## src/rtl/phy_pkg.sv

```systemverilog
// Shared constants for the phy_tx / phy_rx pair: comma symbol, byte width,
// and the receive-side alignment state encoding.
package phy_pkg;

    localparam int BYTE_W = 8;
    localparam logic [BYTE_W-1:0] COM_SYMBOL_DEFAULT = 8'hBC;

    typedef enum logic [1:0] {
        SEARCH = 2'd0,
        ALIGN  = 2'd1,
        ACTIVE = 2'd2
    } state_t;

endpackage

```

## src/rtl/serial_paralelo.sv

```systemverilog
// Serial-to-parallel receive deserializer: slides over the bit stream until a
// comma is seen, confirms COM_NEEDED aligned commas, then emits bytes on dclk.
module serial_paralelo
    import phy_pkg::*;
#(
    parameter logic [BYTE_W-1:0] COM_SYMBOL = COM_SYMBOL_DEFAULT,
    parameter int unsigned       COM_NEEDED = 4
) (
    input  logic              dclk,
    input  logic              default_values,
    input  logic              data_in,
    output logic [BYTE_W-1:0] data_out,
    output logic              valid_out,
    output logic              active,
    output logic              byte_strobe
);

    localparam logic [3:0] COM_TARGET = 4'(COM_NEEDED);

    state_t            state, state_nx;
    logic [BYTE_W-1:0] sr;
    logic [2:0]        bit_cnt, bit_cnt_nx;
    logic [3:0]        com_cnt, com_cnt_nx;
    logic [BYTE_W-1:0] data_nx;
    logic              valid_nx;
    logic              strobe_nx;

    logic [BYTE_W-1:0] nb;
    logic              is_com;
    logic              byte_done;

    // Candidate byte includes the bit being sampled on this edge.
    assign nb        = {sr[BYTE_W-2:0], data_in};
    assign is_com    = (nb == COM_SYMBOL);
    assign byte_done = (bit_cnt == 3'd7);
    assign active    = (state == ACTIVE);

    always_comb begin
        // NOTE: every output of this block gets a default first so no path can infer a latch.
        state_nx   = state;
        bit_cnt_nx = bit_cnt + 3'd1;
        com_cnt_nx = com_cnt;
        data_nx    = data_out;
        valid_nx   = valid_out;
        strobe_nx  = 1'b0;

        case (state)
            SEARCH: begin
                bit_cnt_nx = '0;
                if (is_com) begin
                    com_cnt_nx = 4'd1;
                    state_nx   = (COM_TARGET == 4'd1) ? ACTIVE : ALIGN;
                end
            end
            ALIGN: begin
                if (byte_done) begin
                    strobe_nx = 1'b1;
                    if (is_com) begin
                        com_cnt_nx = com_cnt + 4'd1;
                        if (com_cnt + 4'd1 == COM_TARGET) state_nx = ACTIVE;
                    end else begin
                        // A broken run restarts the sliding search on the next bit.
                        com_cnt_nx = '0;
                        state_nx   = SEARCH;
                    end
                end
            end
            ACTIVE: begin
                if (byte_done) begin
                    strobe_nx = 1'b1;
                    if (is_com) begin
                        valid_nx = 1'b0;
                    end else begin
                        data_nx  = nb;
                        valid_nx = 1'b1;
                    end
                end
            end
            default: state_nx = SEARCH;
        endcase
    end

    always_ff @(posedge dclk or posedge default_values) begin
        if (default_values) begin
            state       <= SEARCH;
            sr          <= '0;
            bit_cnt     <= '0;
            com_cnt     <= '0;
            data_out    <= '0;
            valid_out   <= 1'b0;
            byte_strobe <= 1'b0;
        end else begin
            // NOTE: state registers use non-blocking assignments so every flop samples pre-edge values.
            state       <= state_nx;
            sr          <= nb;
            bit_cnt     <= bit_cnt_nx;
            com_cnt     <= com_cnt_nx;
            data_out    <= data_nx;
            valid_out   <= valid_nx;
            byte_strobe <= strobe_nx;
        end
    end

endmodule

```

## config.mk

```make
export PLATFORM = sky130hd
export DESIGN_NAME = serial_paralelo
export DESIGN_NICKNAME = d
export VERILOG_FILES = /design/src/rtl/phy_pkg.sv /design/src/rtl/serial_paralelo.sv
export SDC_FILE = /design/constraint.sdc
export NUM_CORES = 1
export LEC_CHECK = 0
export ABC_AREA = 0
export CAP_MARGIN = 20
export CELL_PAD_IN_SITES_DETAIL_PLACEMENT = 1
export CELL_PAD_IN_SITES_GLOBAL_PLACEMENT = 1
export CORE_UTILIZATION = 44
export CTS_CLUSTER_SIZE = 28
export DETAILED_ROUTE_END_ITERATION = 10
export PLACE_DENSITY = 0.8
export SYNTH_ARGS = -nofsm -noshare
export SYNTH_HDL_FRONTEND = slang
export SYNTH_SLANG_ARGS = --single-unit
```

## constraint.sdc

```tcl
create_clock -name dclk -period 1.72 [get_ports dclk]
set_input_delay 0.258 -clock dclk [delete_from_list [all_inputs] [get_ports dclk]]
set_output_delay 0.258 -clock dclk [all_outputs]
set_load 0.05 [all_outputs]
```

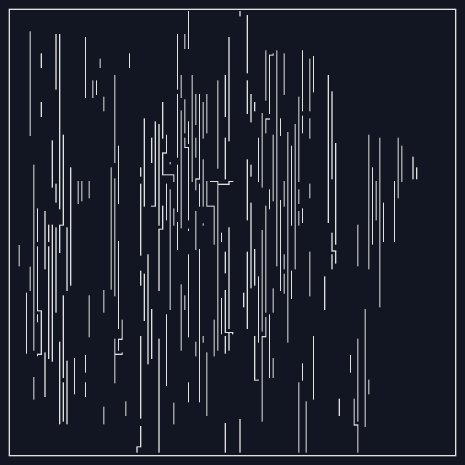
Fig. 1. The metal 2 layer.
Scale: 8 px per um.
The layer carries 1,300 um of wire. 125 nets have wire on it. The layer holds 49% of the routed length. The longest straight run is 26.9 um. The wires run mostly vertical.

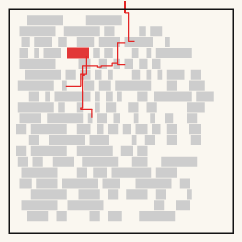
Fig. 2. I/O nets highlighted.
Scale: 4 px per um.
Red marks active, bits 1, direction output, end cells 1, buffers 2, wire 58.3 um.

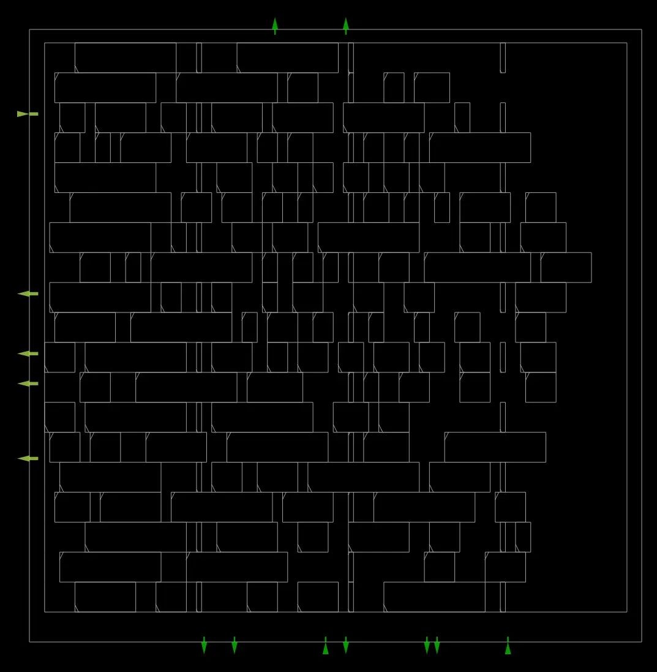
Fig. 3. Placement view.
Final Core Density: 55.5%
# rows: 19
Fill cells: 296

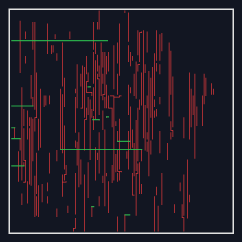
Fig. 4. Wiring by layer.
Scale: 4 px per um. Two of the layers only.
Red marks metal 2, wire length 1,300 um. Green marks metal 3, wire length 61.6 um.
wire per inst: 16.8 um
DRT Wirelength: 2650 um

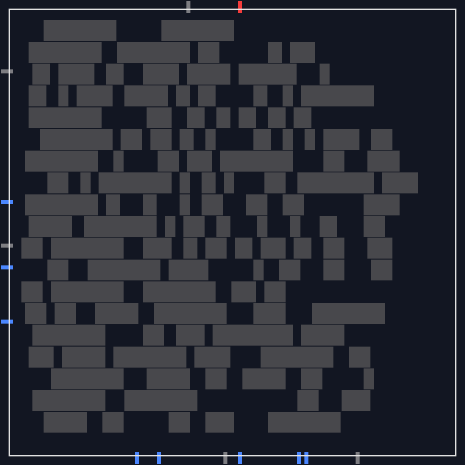
Fig. 5. Ports around the boundary.
Scale: 8 px per um. Pins as bars across the die edge, other pins in grey.
Blue marks data_out, pins 8, direction output, edge 5 bottom, 3 left. Red marks active, pins 1, direction output, edge top.
All pins by edge: 7 bottom, 5 left, 2 top.
die span in y: 55.6 um
IO Port Bufs: 13
die width: 55.6 um

==> flow_metrics.env <==
# physical design summary
export IMPL_status="completed"
export IMPL_slew_headroom_pct=69.1
export IMPL_cts_sinks=26
export IMPL_sh_seq_area_pct=43.0
export IMPL_regMostFlops="data_out"
export IMPL_netlist_instances=105
export IMPL_io_pins=14
export IMPL_crit_path_end="data_out[7]"
export IMPL_common_cells="26 x dfrtp_1, 7 x ha_1, 7 x nand2_1"
export IMPL_swShare_pct=24.9
export IMPL_highest_layer="met4"
export IMPL_final_common_cell="dfrtp_1"
export IMPL_rrSetupSlack_ns=0.12
export IMPL_ys_sh_simple_pct=18.4
export IMPL_synth_stat_cells=105
export IMPL_logic_gate_count=70
export IMPL_use_met3_pct=3.72
export IMPL_grt_pass1_wl_um=4620
export IMPL_critical_path_class="reg2reg"
export IMPL_fin_ws_ns=0.119
export IMPL_hpwl_um=1970
export IMPL_p_int_mw=0.801
export IMPL_worst_endpoint_arrival_ns=1.83
export IMPL_comb_cell_share_pct=39.0
export IMPL_diodes=0
export IMPL_cp_buffers_inverters=0
export IMPL_finalPower_mw=1.07
export IMPL_worstHoldPathType="in2async"
export IMPL_post_cts_resized=0
export IMPL_coreArea_sq_um=2730
export IMPL_pg_comb_mw=0.111
export IMPL_vdd_drop_max_uv=553
export IMPL_met1_length_um=1220
export IMPL_required_ns=1.95
export IMPL_lay_top_cells="25 x dfrtp_1, 18 x buf_4, 7 x nand2_1"
export IMPL_n_all_inverters=6
export IMPL_grt_pass1_vias=976
export IMPL_pg_seq_mw=0.643
export IMPL_dpl_cell_count=153
export IMPL_cts_buffers_inserted=3
export IMPL_final_antenna_net_count=0
export IMPL_tap_cells=31
export IMPL_fp_util_pct=46.3
export IMPL_hold_viol=0
export IMPL_aoi_share_pct=13.4
export IMPL_final_area_sq_um=1520
export IMPL_use_met2_pct=32.4
export IMPL_grt_max_degree=27
export IMPL_cts_tree="yes"
export IMPL_power_frac_clock_pct=29.3
export IMPL_crit_path_cell_trace="ha_1 -> ha_1 -> nand2_1 -> nor2_4 -> mux2_4"
export IMPL_tns_ns=0
export IMPL_grt_busiest_layer="met2"
export IMPL_rr_endpoint="data_out[7]"
export IMPL_grt_usage_pct=19.4
export IMPL_die_area_sq_um=3090
export IMPL_cp_slowest_cell="dfrtp_1"
export IMPL_cp_start_kind="flip-flop"
export IMPL_clkLatencyLatePin_ns=0.32
export IMPL_vias=901
export IMPL_maxCapViolCount=0
export IMPL_synth_distinct_cells=38
export IMPL_synth_seq_share_pct=51.4
export IMPL_edf_count=0
export IMPL_grt_overflow=0
export IMPL_regArea_sq_um=652
export IMPL_top_cells_by_area="dfrtp_1 51%, mux2_4 7.1%, ha_1 6.9%, o211ai_1 2.4%, nand4bb_4 2.2%"
export IMPL_dr_wl_met2_um=1300
export IMPL_avgSynthCellArea_sq_um=12.0
export IMPL_final_nets=138
export IMPL_setup_viol=0
export IMPL_worst_path_stages=5
export IMPL_final_clk_cell_share_pct=2.39
export IMPL_top_cell_area_share_pct=51.4
export IMPL_yosys_warnings=0
export IMPL_p_leak_nw=0.695
export IMPL_seq_cell_count=26
export IMPL_post_cts_setup_buffer_count=0
export IMPL_drive_above_1_share_pct=30.7
export IMPL_route_detailed_drc=0
export IMPL_ff_type="dfrtp_1"
export IMPL_slew_viol_final=0
export IMPL_async_flop_share_pct=100
export IMPL_reg_top3="data_out (8), sr (7), com_cnt (4)"
export IMPL_p_per_area_nw_per_um2=704
export IMPL_place_area_sq_um=1460
export IMPL_warning_count=29
export IMPL_firstDrtPassIters=2
export IMPL_yosys_register_bits=26
export IMPL_p_switching_mw=0.266
export IMPL_netlist_area_sq_um=1260
export IMPL_fp_nets=115
export IMPL_antenna_found_initial=0
export IMPL_signal_buffer_area_fraction_pct=11.6
export IMPL_signal_buffers=21
export IMPL_p_clk_mw=0.313
export IMPL_largest_reg_flops=8
export IMPL_p_comb_share_pct=10.4
export IMPL_area_growth_syn_to_layout_pct=19.9
export IMPL_cts_hold_buf=0
export IMPL_logic_family="simple AND/OR/NAND/NOR gates"
export IMPL_startpoint="bit_cnt[0]"
export IMPL_synthXorXnorAreaFrac_pct=0
export IMPL_grt_setup_unrepaired="no"
export IMPL_met1_usage_pct=24.4
export IMPL_worstMarginPinSlew_ns=0.463
export IMPL_nClkBuffers=4
export IMPL_wl_met3_um=61
export IMPL_pre_cts_slack_ns=-0.0309
export IMPL_crit_family="simple AND/OR/NAND/NOR gates"
export IMPL_fmax_mhz=624
export IMPL_top_cell="dfrtp_1"
export IMPL_yosys_mux_area_fraction_pct=7.12
export IMPL_power_frac_seq_pct=60.3
export IMPL_cp_common_cell="ha_1"
export IMPL_ys_sh_adder_pct=6.92
export IMPL_clkTransAtPathRegs_ns=0.14
export IMPL_period_needed_ns=1.60
export IMPL_h_tree_depth=1
export IMPL_clk_path_buf_depth=2
export IMPL_yosys_stat_area_sq_um=1260
